===== src/rtl/vend_credit_fsm_if.sv =====
// ---------------------------------------------------------------------------
// vend_credit_fsm_if
// Bundles the coin/cancel/dispenser/change signals of the coin-credit
// controller.
//   master : the machine side (coin acceptor, keypad, dispenser, payout).
//            Drives coin_valid, coin, cancel, dispenser_ready and change_ack,
//            and observes the controller outputs.
//   slave  : the credit controller. Drives dispenser, change_valid, change,
//            coin_reject, credit, LED_Yellow and LED_Green.
// ---------------------------------------------------------------------------
interface vend_credit_fsm_if #(
  parameter int COIN_W   = 4,
  parameter int CREDIT_W = 8
);
  logic                coin_valid;
  logic [COIN_W-1:0]   coin;
  logic                cancel;
  logic                dispenser_ready;
  logic                change_ack;
  logic                dispenser;
  logic                change_valid;
  logic [CREDIT_W-1:0] change;
  logic                coin_reject;
  logic [CREDIT_W-1:0] credit;
  logic                LED_Yellow;
  logic                LED_Green;

  modport master (
    output coin_valid, coin, cancel, dispenser_ready, change_ack,
    input  dispenser, change_valid, change, coin_reject, credit,
           LED_Yellow, LED_Green
  );

  modport slave (
    input  coin_valid, coin, cancel, dispenser_ready, change_ack,
    output dispenser, change_valid, change, coin_reject, credit,
           LED_Yellow, LED_Green
  );
endinterface


===== src/rtl/vend_credit_fsm.sv =====
// ---------------------------------------------------------------------------
// vend_credit_fsm
// Coin-credit controller for the coffee vending machine. It accumulates
// accepted coins into a saturating credit register and vends once the credit
// reaches PRICE. After the vend it pays back any excess credit. A customer
// cancel or an idle timeout in COLLECT refunds the whole credit.
//
// Ports
//   clk  : rising-edge clock
//   rst  : synchronous reset, active low
//   bus  : vend_credit_fsm_if.slave
//     coin_valid/coin   : coin strobe and value. A coin of value 0 is ignored.
//     cancel            : refund request. Honoured only in COLLECT.
//     dispenser_ready   : the dispenser can start a vend
//     change_ack        : payout finished. Honoured only in RETURN.
//     dispenser         : vend command, high for DISP_CYCLES cycles
//     change_valid      : change holds an amount to pay out
//     change            : payout amount
//     coin_reject       : one-cycle pulse for a coin that was not credited
//     credit            : current credit
//     LED_Yellow        : vend in progress (WAIT_DISP, DISPENSE)
//     LED_Green         : idle, ready for coins
// All outputs are registered.
// ---------------------------------------------------------------------------
module vend_credit_fsm #(
  parameter int COIN_W      = 4,
  parameter int CREDIT_W    = 8,
  parameter int PRICE       = 5,
  parameter int TIMEOUT     = 255,
  parameter int DISP_CYCLES = 4
) (
  input  logic               clk,
  input  logic               rst,
  vend_credit_fsm_if.slave   bus
);

  localparam int TMR_W = $clog2(TIMEOUT);
  localparam int PCNT_W = $clog2(DISP_CYCLES + 1);
  localparam logic [CREDIT_W-1:0] LP_PRICE   = CREDIT_W'(PRICE);
  localparam logic [TMR_W-1:0]    LP_TMR_END = TMR_W'(TIMEOUT - 1);
  localparam logic [PCNT_W-1:0]   LP_PCNT_LD = PCNT_W'(DISP_CYCLES - 1);

  typedef enum logic [2:0] {
    IDLE,
    COLLECT,
    WAIT_DISP,
    DISPENSE,
    RETURN
  } state_t;

  state_t              r_state;
  logic [CREDIT_W-1:0] r_credit;
  logic [CREDIT_W-1:0] r_change;
  logic                r_change_valid;
  logic                r_dispenser;
  logic                r_coin_reject;
  logic                r_led_yellow;
  logic                r_led_green;
  logic [TMR_W-1:0]    r_timer;
  logic [PCNT_W-1:0]   r_pcnt;

  logic                w_accept;
  logic [CREDIT_W-1:0] w_coin_ext;
  logic [CREDIT_W-1:0] w_sum;

  // Credit + coin with one guard bit; an overflow clamps to all ones.
  function automatic logic [CREDIT_W-1:0] sat_add(
    input logic [CREDIT_W-1:0] a,
    input logic [COIN_W-1:0]   b
  );
    logic [CREDIT_W:0] s;
    s = {1'b0, a} + (CREDIT_W+1)'(b);
    return s[CREDIT_W] ? {CREDIT_W{1'b1}} : s[CREDIT_W-1:0];
  endfunction

  assign w_accept   = bus.coin_valid && (bus.coin != '0);
  assign w_coin_ext = CREDIT_W'(bus.coin);
  assign w_sum      = sat_add(r_credit, bus.coin);

  always_ff @(posedge clk) begin
    if (!rst) begin
      r_state        <= IDLE;
      r_credit       <= '0;
      r_change       <= '0;
      r_change_valid <= 1'b0;
      r_dispenser    <= 1'b0;
      r_coin_reject  <= 1'b0;
      r_led_yellow   <= 1'b0;
      r_led_green    <= 1'b1;
      r_timer        <= '0;
      r_pcnt         <= '0;
    end else begin
      r_coin_reject <= 1'b0;
      case (r_state)
        IDLE: begin
          if (w_accept) begin
            r_credit    <= w_coin_ext;
            r_timer     <= '0;
            r_led_green <= 1'b0;
            if (w_coin_ext >= LP_PRICE) begin
              r_state      <= WAIT_DISP;
              r_led_yellow <= 1'b1;
            end else begin
              r_state <= COLLECT;
            end
          end
        end

        COLLECT: begin
          if (bus.cancel) begin
            // Cancel wins over a coin in the same cycle; that coin bounces.
            r_state        <= RETURN;
            r_change       <= r_credit;
            r_change_valid <= 1'b1;
            r_coin_reject  <= w_accept;
          end else if (w_accept) begin
            r_credit <= w_sum;
            r_timer  <= '0;
            if (w_sum >= LP_PRICE) begin
              r_state      <= WAIT_DISP;
              r_led_yellow <= 1'b1;
            end
          end else if (r_timer == LP_TMR_END) begin
            r_state        <= RETURN;
            r_change       <= r_credit;
            r_change_valid <= 1'b1;
          end else begin
            r_timer <= r_timer + TMR_W'(1);
          end
        end

        WAIT_DISP: begin
          r_coin_reject <= w_accept;
          if (bus.dispenser_ready) begin
            r_state     <= DISPENSE;
            r_dispenser <= 1'b1;
            r_pcnt      <= LP_PCNT_LD;
          end
        end

        DISPENSE: begin
          r_coin_reject <= w_accept;
          if (r_pcnt == '0) begin
            // Pulse over: drop dispenser on the same edge the next state's
            // indicator rises.
            r_dispenser  <= 1'b0;
            r_led_yellow <= 1'b0;
            if (r_credit > LP_PRICE) begin
              r_state        <= RETURN;
              r_change       <= r_credit - LP_PRICE;
              r_change_valid <= 1'b1;
            end else begin
              r_state     <= IDLE;
              r_credit    <= '0;
              r_led_green <= 1'b1;
            end
          end else begin
            r_pcnt <= r_pcnt - PCNT_W'(1);
          end
        end

        RETURN: begin
          r_coin_reject <= w_accept;
          if (bus.change_ack) begin
            r_state        <= IDLE;
            r_credit       <= '0;
            r_change       <= '0;
            r_change_valid <= 1'b0;
            r_led_green    <= 1'b1;
          end
        end

        default: begin
          r_state      <= IDLE;
          r_led_green  <= 1'b1;
          r_led_yellow <= 1'b0;
          r_dispenser  <= 1'b0;
        end
      endcase
    end
  end

  assign bus.dispenser    = r_dispenser;
  assign bus.change_valid = r_change_valid;
  assign bus.change       = r_change;
  assign bus.coin_reject  = r_coin_reject;
  assign bus.credit       = r_credit;
  assign bus.LED_Yellow   = r_led_yellow;
  assign bus.LED_Green    = r_led_green;

endmodule


===== src/flat_wrapper.sv =====
// flat-port wrapper written by rule: the top's interface ports become plain ports
module vend_credit_fsm_flat 
#(
  parameter int COIN_W      = 4,
  parameter int CREDIT_W    = 8,
  parameter int PRICE       = 5,
  parameter int TIMEOUT     = 255,
  parameter int DISP_CYCLES = 4
)
  (clk, rst, bus_coin_valid, bus_coin, bus_cancel, bus_dispenser_ready, bus_change_ack, bus_dispenser, bus_change_valid, bus_change, bus_coin_reject, bus_credit, bus_LED_Yellow, bus_LED_Green);
  vend_credit_fsm_if #(.COIN_W(COIN_W), .CREDIT_W(CREDIT_W)) bus_i ();
  input  logic clk;
  input  logic rst;
  input wire logic [$bits(bus_i.coin_valid)-1:0] bus_coin_valid;
  input wire logic [$bits(bus_i.coin)-1:0] bus_coin;
  input wire logic [$bits(bus_i.cancel)-1:0] bus_cancel;
  input wire logic [$bits(bus_i.dispenser_ready)-1:0] bus_dispenser_ready;
  input wire logic [$bits(bus_i.change_ack)-1:0] bus_change_ack;
  output wire logic [$bits(bus_i.dispenser)-1:0] bus_dispenser;
  output wire logic [$bits(bus_i.change_valid)-1:0] bus_change_valid;
  output wire logic [$bits(bus_i.change)-1:0] bus_change;
  output wire logic [$bits(bus_i.coin_reject)-1:0] bus_coin_reject;
  output wire logic [$bits(bus_i.credit)-1:0] bus_credit;
  output wire logic [$bits(bus_i.LED_Yellow)-1:0] bus_LED_Yellow;
  output wire logic [$bits(bus_i.LED_Green)-1:0] bus_LED_Green;
  assign bus_i.coin_valid = bus_coin_valid;
  assign bus_i.coin = bus_coin;
  assign bus_i.cancel = bus_cancel;
  assign bus_i.dispenser_ready = bus_dispenser_ready;
  assign bus_i.change_ack = bus_change_ack;
  assign bus_dispenser = bus_i.dispenser;
  assign bus_change_valid = bus_i.change_valid;
  assign bus_change = bus_i.change;
  assign bus_coin_reject = bus_i.coin_reject;
  assign bus_credit = bus_i.credit;
  assign bus_LED_Yellow = bus_i.LED_Yellow;
  assign bus_LED_Green = bus_i.LED_Green;
  vend_credit_fsm #(.COIN_W(COIN_W), .CREDIT_W(CREDIT_W), .PRICE(PRICE), .TIMEOUT(TIMEOUT), .DISP_CYCLES(DISP_CYCLES)) u_core (.clk(clk), .rst(rst), .bus(bus_i));
endmodule

===== config.mk =====
export PLATFORM = sky130hd
export DESIGN_NAME = vend_credit_fsm_flat
export DESIGN_NICKNAME = d
export VERILOG_FILES = /design/src/rtl/vend_credit_fsm_if.sv /design/src/rtl/vend_credit_fsm.sv /design/src/flat_wrapper.sv
export SDC_FILE = /design/constraint.sdc
export NUM_CORES = 1
export LEC_CHECK = 0
export ABC_AREA = 1
export ABC_CLOCK_PERIOD_IN_PS = 4850
export CAP_MARGIN = 40
export CORE_UTILIZATION = 50
export DETAILED_ROUTE_END_ITERATION = 16
export GPL_ROUTABILITY_DRIVEN = 0
export PLACE_DENSITY = 0.81
export SLEW_MARGIN = 25
export SYNTH_ARGS = -nofsm -noshare
export SYNTH_HDL_FRONTEND = slang
export SYNTH_SLANG_ARGS = --single-unit

===== constraint.sdc =====
create_clock -name clk -period 4.85 [get_ports clk]
set_input_delay 0.97 -clock clk [delete_from_list [all_inputs] [get_ports clk]]
set_output_delay 0.97 -clock clk [all_outputs]
set_load 0.01 [all_outputs]

==> run summary <==
Implementation progress

After synthesis, flip-flops and latches occupy 29.35% of the total area. The total DRC errors in the routed layout stands at 6. The first-pass GRT wire length stands at 9301 um. The net count after synthesis is 396. The final sum of negative setup slack stands at 0 ns.

The switching power stands at 0.7240 mW. In this run the number of H-tree levels came out at 2. The area of the multi-input gates stands at 1431 um^2. The layout summary lists the proportion of cells stronger than drive strength 1 as 9.559%.

The floorplan step defined a core boundary enclosing 4474 um^2. Looking at the clock tree report, the root buffer type is sky130_fd_sc_hd__clkbuf_8. The number of global-route vias before repair stands at 2,200. The run finished, with violations left. Per the GRT log, the top usage layer is met2. The layout report lists the combined flip-flop and latch area as 700.7 um^2. The number of nets at the end of the flow stands at 428.

The clock period minus final worst setup slack stands at 3.139 ns. The number of antenna violations at the first check in global routing came to 0. 0 antenna diodes ended up in the layout. The first-pass detailed-route iteration total stands at 10.

Post-synthesis, Yosys gives the total cell area as 2387 um^2. Setup violations remaining at the end of the flow were counted as 0. The number of setup buffers added after CTS is 0. The synthesized area stands at 2387 um^2. STA reports the tightest min-delay check as being of type reg -> reg. Counting the fill cells in the layout gives 419. The area fraction in mux cells stands at 0%.

The number of vias in the routed layout stands at 2,437. The critical path ends at u_core.r_state[1]$_SDFFE_PN0P_. The worst-case reg-to-reg setup slack stands at 2.44 ns.

The number of antenna-violating nets in the routed design stands at 0. By count the netlist is led by sky130_fd_sc_hd__nand2_1 (91), sky130_fd_sc_hd__inv_1 (50), sky130_fd_sc_hd__nor2_1 (40). The horizontal die size stands at 71.10 um. The maximum resistive drop on vdd stands at 0.2292 mV. Counting pins that exceed their max-slew limit in the final report gives 0. The total clock sinks stands at 35. The worst setup path is launched from an input pin.

In the detailed route, the total length drawn on met2 is 2516 um. The slew at the pin closest to its max-slew limit stands at 0.8474 ns. The synthesized flop and latch total stands at 35. In the post-synthesis netlist, the cell with the most instances is sky130_fd_sc_hd__nand2_1. The critical path is of the in -> reg type. In this run, the synthesized area fraction spent on adder and majority cells is recorded as 6.080%. The power per standard cell area stands at 560.6 nW/um^2. After synthesis, the design contains 375 cells according to Yosys. The number of maximum-capacitance violations recorded for the run is 0. The detailed router put a total of 2539 um of wire on met1.

The synthesis run identifies the leading combinational cell family as simple AND/OR/NAND/NOR gates. The final reports fail on DRC. The arrival time of data at the critical path endpoint stands at 3.29 ns.

Among logic cells in the layout, the one with the most instances is sky130_fd_sc_hd__nand2_1. TritonRoute output was used to compute an average wire per cell of 11.98 um. Wire segments on met3 add up to 349 um in the final route. The worst relative slew slack stands at 43.45%. The number of core rows stands at 24. Of all flip-flops after synthesis, the portion carrying an async set or reset was 0%. The required time at the worst endpoint is listed as 5.01 ns.

The total die size stands at 5055 um^2. The global-route met1 utilization stands at 28.88%. Looking at the power breakdown, combinational cells take 57.0% of the total. Looking at the reg2reg group, the worst path ends at u_core.r_state[1]$_SDFFE_PN0P_. The cell-mix breakdown from Yosys lists the XOR/XNOR area share as 1.101%. Looking at the reg2reg group, the worst path starts from u_core.bus.credit[0]$_SDFFE_PN0P_. The floorplan-stage core utilization stands at 53.36%. The met3 usage stands at 5.128%.

Of the post-synthesis cell area, the dominant cell type holds 29.35%. The worst-case reg-to-reg path depth stands at 14. The tally of OpenROAD warnings stands at 29. Once the clock tree was built, the resizer swapped 0 gates to a different size. The highest clock rate this design can be run at is 318.5 MHz.

The clock tree buffer depth stands at 2. The count of input and output buffers stands at 30. Setup repair after global routing left no endpoint under its margin. Per report_power, the clock group accounts for 14.8% of the total. Of the total power, registers draw 28.2%. The total overflow left after global routing is 0.
power by group through the flow:
| stage | Combinational, mW | Sequential, mW | Clock, mW |
|---|---|---|---|
| after global routing | 1.02 | 0.458 | 0.252 |
| after global placement | 0.880 | 0.450 | 0 |
| after detailed placement | 0.894 | 0.454 | 0 |
| after CTS | 0.903 | 0.449 | 0.237 |
| after floorplan | 0.623 | 0.466 | 0 |
| final | 0.903 | 0.447 | 0.234 |
metrics by stage:
stage          worst slack [ns]  hold slack (ns)  power [mW]  instances  utilization [%]
6_report                  1.711           0.4775       1.584        460            63.14
5_1_grt                   1.468           0.4997       1.729        460            63.14
4_1_cts                   1.745           0.4710       1.589        460            63.14
3_5_place_dp              1.454           0.4601       1.348        452            60.91
3_3_place_gp              1.560           0.4564       1.330        452            60.91
2_1_floorplan             2.159           0.4617       1.089        375                -
worst max-delay path, cell delays in order:
cell and delay (ns):
sky130_fd_sc_hd__clkdlybuf4s50_1 0.45, sky130_fd_sc_hd__ha_1 0.24, sky130_fd_sc_hd__fa_1 0.42, sky130_fd_sc_hd__nand3_1 0.13
sky130_fd_sc_hd__nand2_1 0.11, sky130_fd_sc_hd__nand2_1 0.20, sky130_fd_sc_hd__nand3_1 0.13, sky130_fd_sc_hd__nand2_1 0.09
sky130_fd_sc_hd__inv_1 0.04, sky130_fd_sc_hd__nor2_1 0.11, sky130_fd_sc_hd__nand3_1 0.11, sky130_fd_sc_hd__nand2_1 0.12
sky130_fd_sc_hd__nand2_1 0.07, sky130_fd_sc_hd__nand2_1 0.06, sky130_fd_sc_hd__nor2_1 0.04
layout make-up:
type,count,area share (%)
flip-flops and latches,35,24.80
inverters,60,8.060
multi-input cells,275,50.66
clock buffers,8,3.543
well taps,52,2.303
repair buffers,30,10.63
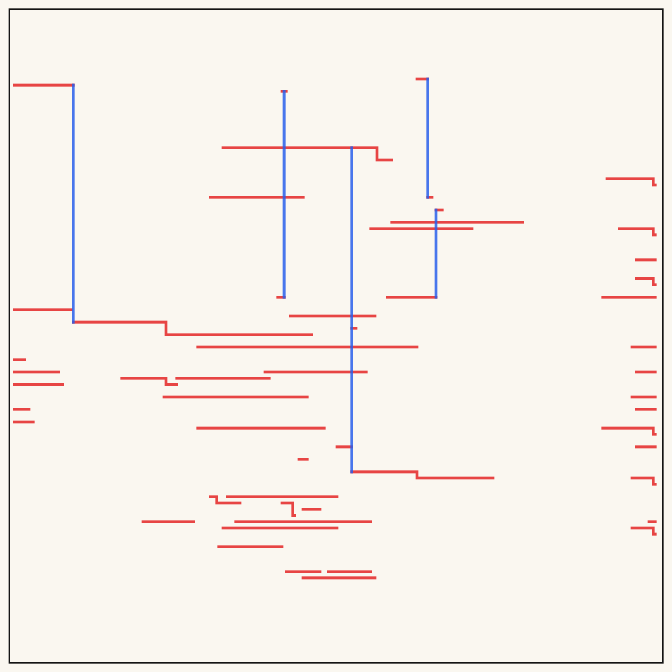
metal_stack.png
Only two layers are drawn.
color	layer	wire length
red	met3	350 um
blue	met4	106 um

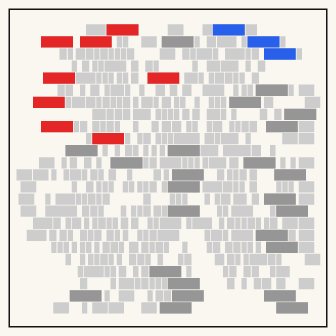
registers.png
Other sequential cells in the stronger gray, the rest of the logic in the fainter gray.
color	signal	sequential cells
blue	u_core.r_pcnt	3
red	u_core.r_timer	8
not colored	24

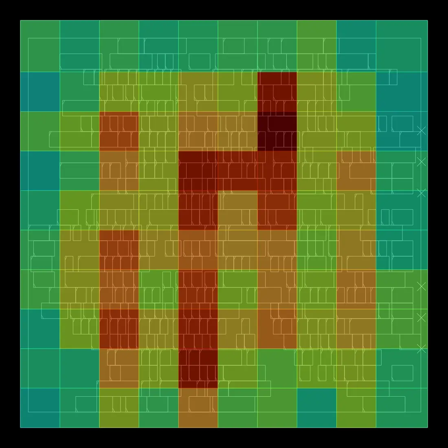
final_congestion.png
final standard cell utilization of the core: 63.14%
Tot GR Track Use: 22.97%
met2 usage: 37.29%

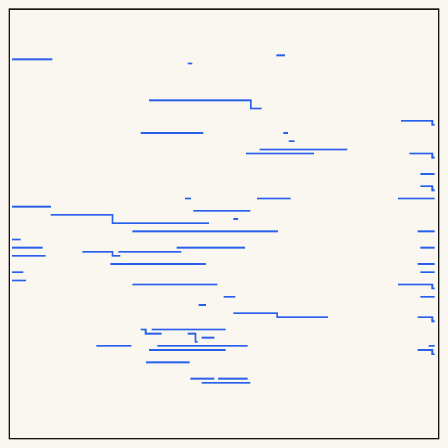
met3.png
share of all routed wire	6.3%
main direction	horizontal

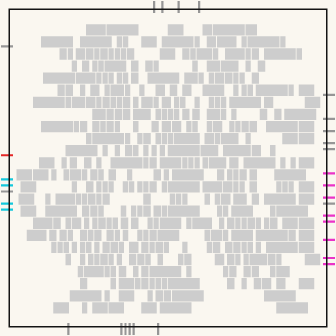
pins.png
Pins as bars across the die edge, other pins in gray.
color	port	pins	direction	edge
magenta	bus_change	8	output	right
cyan	bus_coin	4	input	left
red	bus_coin_valid	1	input	left

Power is estimated from default activity; no workload was simulated.
